===== src/rtl/ahb_lite_master_if.sv =====
// AHB-Lite bus bundle between one single-outstanding master and the slave fabric.
interface ahb_lite_master_if;
   logic [31:0] HADDR;
   logic [2:0]  HBURST;
   logic        HMASTLOCK;
   logic [3:0]  HPROT;
   logic [2:0]  HSIZE;
   logic [1:0]  HTRANS;
   logic [31:0] HWDATA;
   logic        HWRITE;
   logic [31:0] HRDATA;
   logic        HREADY;
   logic        HRESP;

   modport master (
      output HADDR, HBURST, HMASTLOCK, HPROT, HSIZE, HTRANS, HWDATA, HWRITE,
      input  HRDATA, HREADY, HRESP
   );

   modport slave (
      input  HADDR, HBURST, HMASTLOCK, HPROT, HSIZE, HTRANS, HWDATA, HWRITE,
      output HRDATA, HREADY, HRESP
   );
endinterface


===== src/rtl/ahb_lite_master.sv =====
// Single-outstanding AHB-Lite master: one command becomes one 32-bit SINGLE NONSEQ
// transfer; read data and error status come back as a one-cycle response pulse.
module ahb_lite_master #(
   parameter logic [3:0] HPROT_VAL = 4'b0011
) (
   input  logic              HCLK,
   input  logic              HRESETn,
   ahb_lite_master_if.master ahb,
   input  logic              cmd_valid,
   output logic              cmd_ready,
   input  logic              cmd_write,
   input  logic [31:0]       cmd_addr,
   input  logic [31:0]       cmd_wdata,
   output logic              rsp_valid,
   output logic [31:0]       rsp_rdata,
   output logic              rsp_err
);

   typedef enum logic [1:0] {
      ST_IDLE = 2'd0,
      ST_ADDR = 2'd1,
      ST_DATA = 2'd2
   } state_t;

   localparam logic [1:0] HTRANS_IDLE   = 2'b00;
   localparam logic [1:0] HTRANS_NONSEQ = 2'b10;

   state_t      state;
   logic [31:0] haddr_q;
   logic [31:0] hwdata_q;
   logic [31:0] wdata_q;
   logic        hwrite_q;
   logic [1:0]  htrans_q;

   logic        req_valid;
   logic        req_write;
   logic [31:0] req_addr;
   logic [31:0] req_wdata;

`ifndef SYNTHESIS
   // Request registers owned by the bus tasks; they idle at zero so the OR with the port is inert.
   logic        task_valid = 1'b0;
   logic        task_write = 1'b0;
   logic [31:0] task_addr  = '0;
   logic [31:0] task_wdata = '0;

   assign req_valid = cmd_valid | task_valid;
   assign req_write = cmd_write | task_write;
   assign req_addr  = cmd_addr  | task_addr;
   assign req_wdata = cmd_wdata | task_wdata;

   task automatic ahb_issue(input logic wr, input logic [31:0] addr, input logic [31:0] data);
      @(negedge HCLK);
      while (cmd_ready !== 1'b1) @(negedge HCLK);
      task_valid = 1'b1;
      task_write = wr;
      task_addr  = addr;
      task_wdata = data;
      @(posedge HCLK);
      @(negedge HCLK);
      task_valid = 1'b0;
      task_write = 1'b0;
      task_addr  = '0;
      task_wdata = '0;
      while (rsp_valid !== 1'b1) @(negedge HCLK);
   endtask

   task automatic ahb_write(input logic [31:0] addr, input logic [31:0] data);
      ahb_issue(1'b1, addr, data);
   endtask

   task automatic ahb_read(input logic [31:0] addr, output logic [31:0] data);
      ahb_issue(1'b0, addr, '0);
      data = rsp_rdata;
   endtask
`else
   assign req_valid = cmd_valid;
   assign req_write = cmd_write;
   assign req_addr  = cmd_addr;
   assign req_wdata = cmd_wdata;
`endif

   always_ff @(posedge HCLK) begin
      if (!HRESETn) begin
         state     <= ST_IDLE;
         haddr_q   <= '0;
         hwdata_q  <= '0;
         wdata_q   <= '0;
         hwrite_q  <= 1'b0;
         htrans_q  <= HTRANS_IDLE;
         cmd_ready <= 1'b1;
         rsp_valid <= 1'b0;
         rsp_rdata <= '0;
         rsp_err   <= 1'b0;
      end else begin
         rsp_valid <= 1'b0;
         case (state)
            ST_IDLE: begin
               if (req_valid) begin
                  haddr_q   <= req_addr & ~32'h3;
                  hwrite_q  <= req_write;
                  wdata_q   <= req_wdata;
                  htrans_q  <= HTRANS_NONSEQ;
                  cmd_ready <= 1'b0;
                  state     <= ST_ADDR;
               end
            end
            ST_ADDR: begin
               if (ahb.HREADY) begin
                  htrans_q <= HTRANS_IDLE;
                  if (hwrite_q) hwdata_q <= wdata_q;
                  state    <= ST_DATA;
               end
            end
            ST_DATA: begin
               // HRESP=1 with HREADY=0 is the first error cycle; completion waits for HREADY.
               if (ahb.HREADY) begin
                  if (!hwrite_q) rsp_rdata <= ahb.HRDATA;
                  rsp_err   <= ahb.HRESP;
                  rsp_valid <= 1'b1;
                  cmd_ready <= 1'b1;
                  state     <= ST_IDLE;
               end
            end
            default: begin
               htrans_q  <= HTRANS_IDLE;
               cmd_ready <= 1'b1;
               state     <= ST_IDLE;
            end
         endcase
      end
   end

   assign ahb.HADDR     = haddr_q;
   assign ahb.HWRITE    = hwrite_q;
   assign ahb.HTRANS    = htrans_q;
   assign ahb.HWDATA    = hwdata_q;
   assign ahb.HBURST    = 3'b000;
   assign ahb.HMASTLOCK = 1'b0;
   assign ahb.HPROT     = HPROT_VAL;
   assign ahb.HSIZE     = 3'b010;

endmodule


===== src/flat_wrapper.sv =====
// flat-port wrapper written by rule: the top's interface ports become plain ports
module ahb_lite_master_flat 
#(
   parameter logic [3:0] HPROT_VAL = 4'b0011
)
  (HCLK, HRESETn, cmd_valid, cmd_ready, cmd_write, cmd_addr, cmd_wdata, rsp_valid, rsp_rdata, rsp_err, ahb_HADDR, ahb_HBURST, ahb_HMASTLOCK, ahb_HPROT, ahb_HSIZE, ahb_HTRANS, ahb_HWDATA, ahb_HWRITE, ahb_HRDATA, ahb_HREADY, ahb_HRESP);
  ahb_lite_master_if ahb_i ();
  input  logic HCLK;
  input  logic HRESETn;
  input  logic cmd_valid;
  output logic cmd_ready;
  input  logic cmd_write;
  input  logic [31:0] cmd_addr;
  input  logic [31:0] cmd_wdata;
  output logic rsp_valid;
  output logic [31:0] rsp_rdata;
  output logic rsp_err;
  output wire logic [$bits(ahb_i.HADDR)-1:0] ahb_HADDR;
  output wire logic [$bits(ahb_i.HBURST)-1:0] ahb_HBURST;
  output wire logic [$bits(ahb_i.HMASTLOCK)-1:0] ahb_HMASTLOCK;
  output wire logic [$bits(ahb_i.HPROT)-1:0] ahb_HPROT;
  output wire logic [$bits(ahb_i.HSIZE)-1:0] ahb_HSIZE;
  output wire logic [$bits(ahb_i.HTRANS)-1:0] ahb_HTRANS;
  output wire logic [$bits(ahb_i.HWDATA)-1:0] ahb_HWDATA;
  output wire logic [$bits(ahb_i.HWRITE)-1:0] ahb_HWRITE;
  input wire logic [$bits(ahb_i.HRDATA)-1:0] ahb_HRDATA;
  input wire logic [$bits(ahb_i.HREADY)-1:0] ahb_HREADY;
  input wire logic [$bits(ahb_i.HRESP)-1:0] ahb_HRESP;
  assign ahb_HADDR = ahb_i.HADDR;
  assign ahb_HBURST = ahb_i.HBURST;
  assign ahb_HMASTLOCK = ahb_i.HMASTLOCK;
  assign ahb_HPROT = ahb_i.HPROT;
  assign ahb_HSIZE = ahb_i.HSIZE;
  assign ahb_HTRANS = ahb_i.HTRANS;
  assign ahb_HWDATA = ahb_i.HWDATA;
  assign ahb_HWRITE = ahb_i.HWRITE;
  assign ahb_i.HRDATA = ahb_HRDATA;
  assign ahb_i.HREADY = ahb_HREADY;
  assign ahb_i.HRESP = ahb_HRESP;
  ahb_lite_master #(.HPROT_VAL(HPROT_VAL)) u_core (.HCLK(HCLK), .HRESETn(HRESETn), .ahb(ahb_i), .cmd_valid(cmd_valid), .cmd_ready(cmd_ready), .cmd_write(cmd_write), .cmd_addr(cmd_addr), .cmd_wdata(cmd_wdata), .rsp_valid(rsp_valid), .rsp_rdata(rsp_rdata), .rsp_err(rsp_err));
endmodule

===== config.mk =====
export PLATFORM = sky130hd
export DESIGN_NAME = ahb_lite_master_flat
export DESIGN_NICKNAME = d
export VERILOG_FILES = /design/src/rtl/ahb_lite_master_if.sv /design/src/rtl/ahb_lite_master.sv /design/src/flat_wrapper.sv
export SDC_FILE = /design/constraint.sdc
export NUM_CORES = 1
export LEC_CHECK = 0
export CAP_MARGIN = 0
export CORE_MARGIN = 1.5
export CORE_UTILIZATION = 45
export CTS_BUF_LIST = sky130_fd_sc_hd__clkbuf_16
export DETAILED_ROUTE_END_ITERATION = 7
export PLACE_DENSITY = 0.85
export SYNTH_ARGS = -nofsm -noshare
export SYNTH_HDL_FRONTEND = slang
export SYNTH_SLANG_ARGS = --single-unit

===== constraint.sdc =====
create_clock -name HCLK -period 4.1 [get_ports HCLK]
set_clock_uncertainty 0.2 [all_clocks]
set_input_delay 0.82 -clock HCLK [delete_from_list [all_inputs] [get_ports HCLK]]
set_output_delay 0.82 -clock HCLK [all_outputs]
set_load 0.02 [all_outputs]

flops_by_reg.png
Scale: 3 px per um.
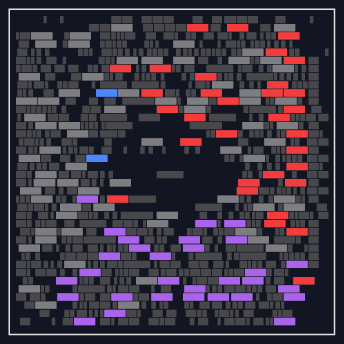
legend:
  u_core.state:
    colour: blue
    sequential_cells: 2
  u_core.ahb.HWDATA:
    colour: red
    sequential_cells: 32
  u_core.ahb.HADDR:
    colour: purple
    sequential_cells: 30
    where: a horizontal strip, bottom
not coloured: 69

==> run_results.csv <==
group,metric,value,unit
global_routing,grt_use_met2,36.31,%
run,log.warning_count,30,
run_status,status,"finished, final reports clean",
setup_path,endpoint,"u_core.ahb.HADDR[11]",
final_layout,logic_area,1954,um2
synthesis,synthFlopType,"dfxtp_1",
run,cap_violations,0,
synthesis,synthTopCellsByCount,"133 x dfxtp_1, 130 x nand2_1, 127 x nand3_1",
timing,holdWs,253.5,ps
synthesis,topCombFamilyByArea,"simple AND/OR/NAND/NOR gates",
synthesis,synth_cell_types,24,
power,p_per_area,439.3,nW/um2
power,power_leakage,0.002723,uW
clock_network,postCtsHoldBufs,0,
floorplan,fp_util,45.90,%
drt,drt-initial-drc-count,200,
timing,finalSetupTns,0,ps
drt,drt-total-wl,12470,um
clock_network,cts_setup_buffers,0,
global_routing,grt-ovfl-total,0,
final_layout,fin_util,69.15,%
min_path,min_path_type,"reg -> reg",
drt,drt-met1-wl,5044,um
floorplan,die_h,107.9,um
floorplan,ios,215,
global_routing,grt_util_met3,9.564,%
setup_path,cpLargestDelayFamily,"buffers and inverters",
floorplan,die_area,11650,um2
drt,vias,4616,
drt,viasPerCell,4.980,
synthesis,ys_sh_simple,24.43,%
synthesis,syn_area_per_cell,8.107,um2
setup_path,r2r-end,"u_core.ahb.HADDR[11]",
global_routing,grt_max_degree,138,
clock_network,clk_path_buf_depth,2,
min_path,min-delay-start,"u_core.wdata_q[26]",
timing,rsz0062_at_grt,"false",
setup_path,start_kind,"primary input",
synthesis,ys_cells,611,
synthesis,netlist_instances,611,
setup_path,crit_buf_inv,2,
synthesis,ys_warn_count,0,
final_layout,logic_gates,417,
final_layout,inv_count,2,
floorplan,rows,38,
synthesis,synth.top_cell.area_share,53.75,%
final_layout,nonClkBufAreaFrac,27.51,%
drt,met2WireLength,6140,um
final_layout,clkCellAreaFrac,8.181,%
final_layout,flop-count,133,
setup_path,path_cells,"clkdlybuf4s50_1 -> or3b_4 -> buf_4 -> o21ai_0",
setup_path,critPathSlowestCell,"or3b_4",
power,pwr-share-seq,42.0,%
power,pwr-share-clk,47.3,%
global_routing,first_global_vias,4243,
setup_path,path_depth,4,
clocks.png
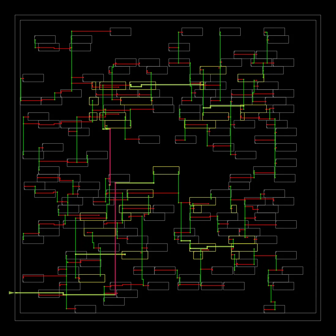
clk latency late pin: 400 ps
number of buffers created by CTS: 17
# clk buffers: 17

Power and IR drop assume default switching activity.
